Figure 1. Power grid (run 1).
Scale bar: 20 microns. Pins as bars on the die edge.
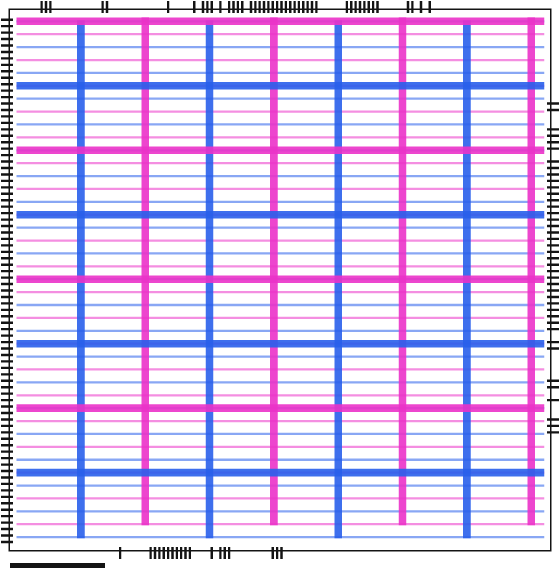
Figure 2. Cells colored by class (run 1).
Scale bar: 20 microns.
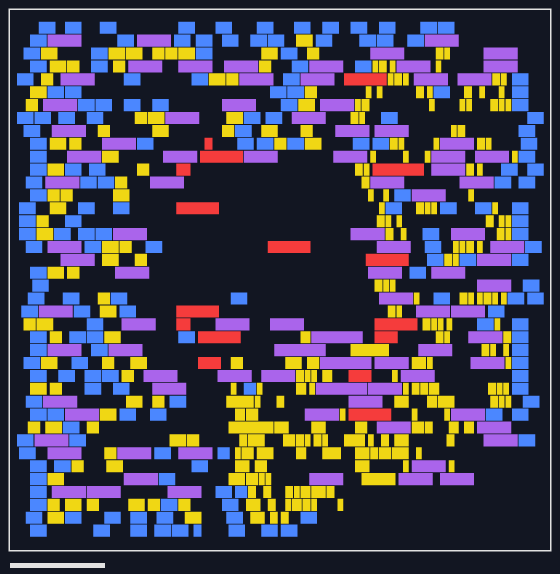
Figure 3. Clock wires, drivers and flops (run 1).
Scale bar: 20 microns.
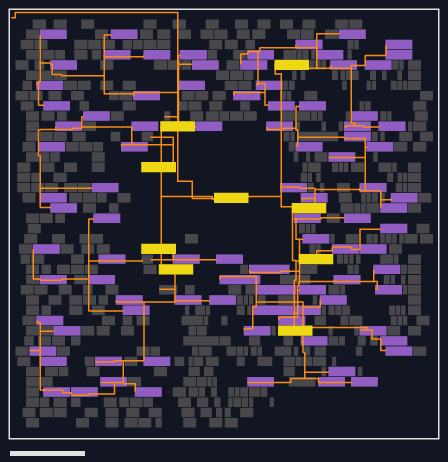
Design sdram_arbiter, sky130hd; sources not shown.
==> reports/qor.csv, run 1 <==
metric,value,unit
Syn Inst Count,391,
CP max FO,12,
P&R area growth vs syn,59.3,%
"FFs w/ async S/R, synth",0,
LEAKAGE,2.13,nW
Setup Crit Path Kind,in -> reg,
R2R setup slack,2.84,ns
adder share,0.00866,
hold crit path type,reg -> reg,
max-slew headroom at the worst pin,0.257,
Final ANT Viol Nets,0,
CTS Sinks,93,
die area,13000,sq um
Crit. End Element,flip-flop,
"Hold Violations, Final",0,
CTS tree,done,
crit path time final,2.93,ns
Total Wirelength,10900,microns
vias per cell,4.85,
Post-synth regs,93,
mux share,0.0117,
GRT Overall Usage,0.166,
Max clock buf depth,2,
fmax,341,MHz
Power Density,373,nW/um^2
number of diodes,0,
Crit-path slowest cell,clkdlybuf4s50_1,
share of cells above drive strength 1,0.0553,
I/O pin count,184,
Largest register FFs,24,
status,finished clean,
drt drc,0,
initial DRC count,132,
Post-synth seq share,0.506,
Hold Worst Slack,0.453,ns
Ys Warns,0,
fin cells,729,
max-slew violation count,0,
Final TNS setup,0,ns
About Figure 1:
| color | net |
|---|---|
| blue | VSS |
| magenta | VDD |
met5 straps: 8
rows: 40
Die X: 114 microns
maximum VDD drop: 0.133 mV
die y size: 114 microns

About Figure 2:
| color | class | cells | share of their area |
|---|---|---|---|
| blue | other buffers and delay cells | 186 | 32% |
| red | clock drivers and dummy loads | 16 | 5.5% |
| yellow | combinational and other logic | 266 | 30% |
| purple | flops | 93 | 33% |
flop share of the area: 0.318
number of cell rows: 40
CORE AREA: 12100 sq um
Finished Cell Area: 5990 sq um
fin util: 0.494

About Figure 3:
[yellow] clock drivers | count: 9
[purple] flip-flops | count: 93
[orange] clock wires | length: 1210 microns
routed clock nets: 10
Layout Skew: 0.00640 ns
clock share of power: 0.302
Clock group: 675 uW
clk_lat worst skew: 0.33 ns

-- run 1: worst max-delay path: cells and delay by family --
| family | cells | cell delay, ns |
|---|---|---|
| XOR/XNOR | 1 | 0.15 |
| AND/OR/NAND/NOR | 3 | 0.92 |
| buffers and inverters | 2 | 0.67 |
| adder cells (fa/ha/maj) | 2 | 0.57 |
| AND-OR/OR-AND | 2 | 0.34 |
-- run 1: cells in the mapped netlist, types with 2 or more instances --
| master | count | area [sq um] |
|---|---|---|
| dfxtp_1 | 89 | 1780 |
| nand2_1 | 69 | 259 |
| nor3b_1 | 42 | 315 |
| a21oi_1 | 40 | 200 |
| a221o_1 | 40 | 400 |
| clkbuf_1 | 26 | 97.6 |
| nor2_1 | 15 | 56.3 |
| nor3_1 | 7 | 35.0 |
| buf_6 | 6 | 67.6 |
| inv_1 | 6 | 22.5 |
| edfxtp_1 | 4 | 120 |
| nand3_1 | 4 | 20.0 |
| xor2_1 | 4 | 35.0 |
| and3_1 | 3 | 18.8 |
| nand2b_1 | 3 | 18.8 |
| a2bb2oi_1 | 2 | 17.5 |
| nor4_1 | 2 | 12.5 |
| o21ai_0 | 2 | 10.0 |
| o311a_1 | 2 | 20.0 |
| or3_2 | 2 | 15.0 |
-- run 1: kinds of logic (layout without fill, tap and decap cells) --
group	count (synthesis)	count (layout)
simple gates	157	157
compound gates	93	93
flops	93	93
buf+inv	39	209
xor+xnor	4	4
mux	3	3
fa+ha+maj	2	2
-- run 1: cell type report --
cell class,instances,area [sq um]
clock inverter,4,52.6
timing repair buffer,186,1850
multi-input combinational,259,1680
sequential,93,1900
fill,1164,6120
inverter,7,26.3
clock buffer,12,267
tap,168,210
-- run 1: placed cells by master, fill, tap and decap left out, types with 2 or more instances in the layout --
cell	Yosys	final
clkbuf_8	0	3
nor3b_1	42	42
clkdlybuf4s50_1	0	182
inv_6	0	2
and3_1	3	3
dfxtp_1	89	89
xor2_1	4	4
o311a_1	2	2
buf_4	0	3
nor4_1	2	2
a221o_1	40	40
nor2_1	15	15
o21ai_0	2	2
nand2_1	69	69
a21oi_1	40	39
inv_1	6	6
edfxtp_1	4	4
a2bb2oi_1	2	2
or3_2	2	2
nor3_1	7	6
nand2b_1	3	3
nand3_1	4	4
clkbuf_16	0	9
-- run 1: power by group --
part	total, mW	switching (mW)	internal [mW]	leakage, nW
sequential	0.868	0.0644	0.804	0.769
combinational	0.692	0.354	0.338	1.21
clock	0.675	0.271	0.404	0.160
total	2.24	0.689	1.55	2.13
-- run 1: per-layer routing --
layer	up-vias	GRT usage	routed length, microns
met2	137	0.262	4870
met3	5	0.0691	1130
met1	1642	0.205	4770
li1	1749	-	-
met5	-	0	0
met4	0	0.0571	80
-- run 1: per-stage QoR --
| stage | cell area [sq um] | utilization | power [mW] | setup WS [ns] |
|---|---|---|---|---|
| final | 5990 | 0.494 | 2.24 | 2.41 |
| after global routing | 5990 | 0.494 | 2.36 | 2.22 |
| after global placement | 5670 | 0.468 | 1.57 | 2.15 |
| after CTS | 5990 | 0.494 | 2.26 | 2.39 |
| after floorplan | 3760 | - | 1.27 | 2.73 |
| after detailed placement | 5670 | 0.468 | 1.58 | 2.08 |
--- run 2 (diff from run 1) ---
- PLACE_DENSITY: 0.6 -> 0.63
- clock period: 5.34 -> 2.5 ns (I/O delays scaled with it)
==> run 2 against run 1 <==
Effect of this change: clock skew rose by 0.0023 ns; clock-buffer cell count fell by 2; via count rose by 3.1%; core utilization rose by 1.5 points; first-iteration DRC count rose by 62%; power rose by 120%; sequential power rose by 110%; synthesized cell count did not move; global-route usage rose by 0.95 points; largest power group unchanged.
==> reports/qor.csv, run 2 <==
metric,value,unit
status,finished clean,
FF+latch area,1900,sq um
crit path time final,2.37,ns
Post-synth regs,93,
hold crit path type,in -> reg,
number of cell rows,40,
Power Density,781,nW/um^2
Syn Inst Count,391,
vias per cell,4.86,
"top cells, area","dfxtp_1 (47%), a221o_1 (11%), nor3b_1 (8.4%), nand2_1 (6.9%), a21oi_1 (5.3%)",
CTS Sinks,93,
Largest register FFs,24,
initial DRC count,214,
Setup Crit Path Kind,in -> reg,
fmax,422,MHz
fin util,0.509,
max-slew violation count,0,
I/O pin count,184,
Sw Ratio,0.313,
Total Wirelength,11100,microns
GRT Overall Usage,0.176,
die area,13000,sq um
logic area,1690,sq um
LEAKAGE,2.24,nW
CP max FO,3,
Post-synth seq share,0.506,
final worst slack,0.132,ns
maximum VDD drop,0.295,mV
Final ANT Viol Nets,0,
"FFs w/ async S/R, synth",0,
Top-area cell share,0.474,
"Hold Violations, Final",0,
Hold Worst Slack,0.319,ns
"area leader, netlist",dfxtp_1,
Commonest Layout Cell,clkdlybuf4s50_1,
commonest cells in the netlist,"dfxtp_1 (89), nand2_1 (69), nor3b_1 (42)",
Ys Warns,0,
CORE AREA,12100,sq um
Fill cells,1159,
combinational share of power,0.331,
Switch Pwr,1.51,mW
drt drc,0,
run 2: cell counts after synthesis:
No cell type changed its count.
run 2: worst max-delay path: cells and delay by family:
kind            cells  cell delay [ns]
xor+xnor            1             0.16
simple gates        3             0.79
buf+inv             2             0.54
fa+ha+maj           2             0.54
compound gates      2             0.33
run 2: stage by stage:
step | cells | instance area (sq um) | setup TNS [ns]
floorplan | 391 | 3760 | 0
global placement | 733 | 5860 | -0.130
detailed placement | 733 | 5860 | -0.216
CTS | 749 | 6160 | 0
global route | 749 | 6160 | 0
finish | 749 | 6160 | 0
run 2: layout make-up:
type	instances	area share
flip-flops and latches	93	0.309
clock inverters	6	0.0116
repair buffers	206	0.331
clock buffers	10	0.0371
multi-input cells	259	0.274
well taps	168	0.0341
inverters	7	0.00426
run 2: logic make-up (layout without fill, tap and decap cells):
kind of cell / count (synthesis) / in the layout / share of synthesized area
adder cells (fa/ha/maj): 2 / 2 / 0.00866
AND-OR/OR-AND: 93 / 93 / 0.193
buffers and inverters: 39 / 229 / 0.0509
XOR/XNOR: 4 / 4 / 0.00932
AND/OR/NAND/NOR: 157 / 157 / 0.220
flip-flops: 93 / 93 / 0.506
multiplexers: 3 / 3 / 0.0117
run 2: metal layers:
| layer | global-route usage | wire [microns] | vias up |
|---|---|---|---|
| li1 | - | - | 1787 |
| met1 | 0.194 | 4500 | 1700 |
| met2 | 0.304 | 5270 | 146 |
| met3 | 0.0744 | 1190 | 9 |
| met4 | 0.0580 | 98 | 0 |
| met5 | 0 | 0 | - |
run 2: power by group through the flow:
stage                     Combinational, mW  Clock, mW  Sequential [mW]
final                                  1.59       1.37             1.85
after global routing                   1.73       1.48             1.88
after CTS                              1.61       1.41             1.85
after detailed placement               1.60          0             1.88
after global placement                 1.57          0             1.87
after floorplan                       0.642          0             2.07
Figure 4. Signal wires by layer (run 2).
Only two layers are drawn.
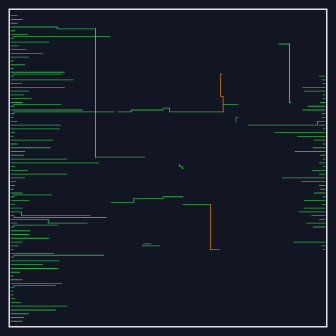
| color | layer | wire length |
|---|---|---|
| orange | metal 4 | 98.2 microns |
| green | metal 3 | 1190 microns |
routed wire length per instance: 14.8 microns
via count: 3642

Figure 5. Clock wires, drivers and flops (run 2).
Scale bar: 20 microns.
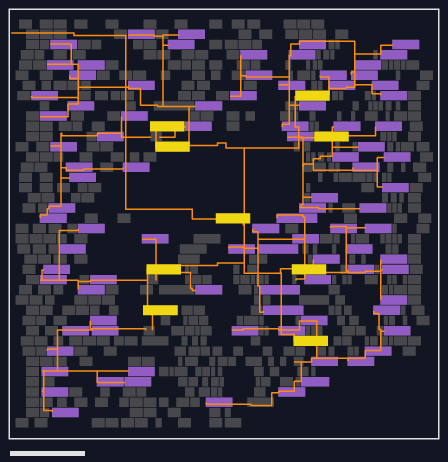
[purple] flip-flops | count: 93
[orange] clock wires | length: 1170 microns
[yellow] clock drivers | count: 9
routed clock nets: 10
flops lie: widely spread
clk_lat worst skew: 0.34 ns
Layout Skew: 0.00872 ns
clock share of power: 0.285
Clock group: 1.37 mW

No activity file was given, so power comes from the tool's default toggle rates.
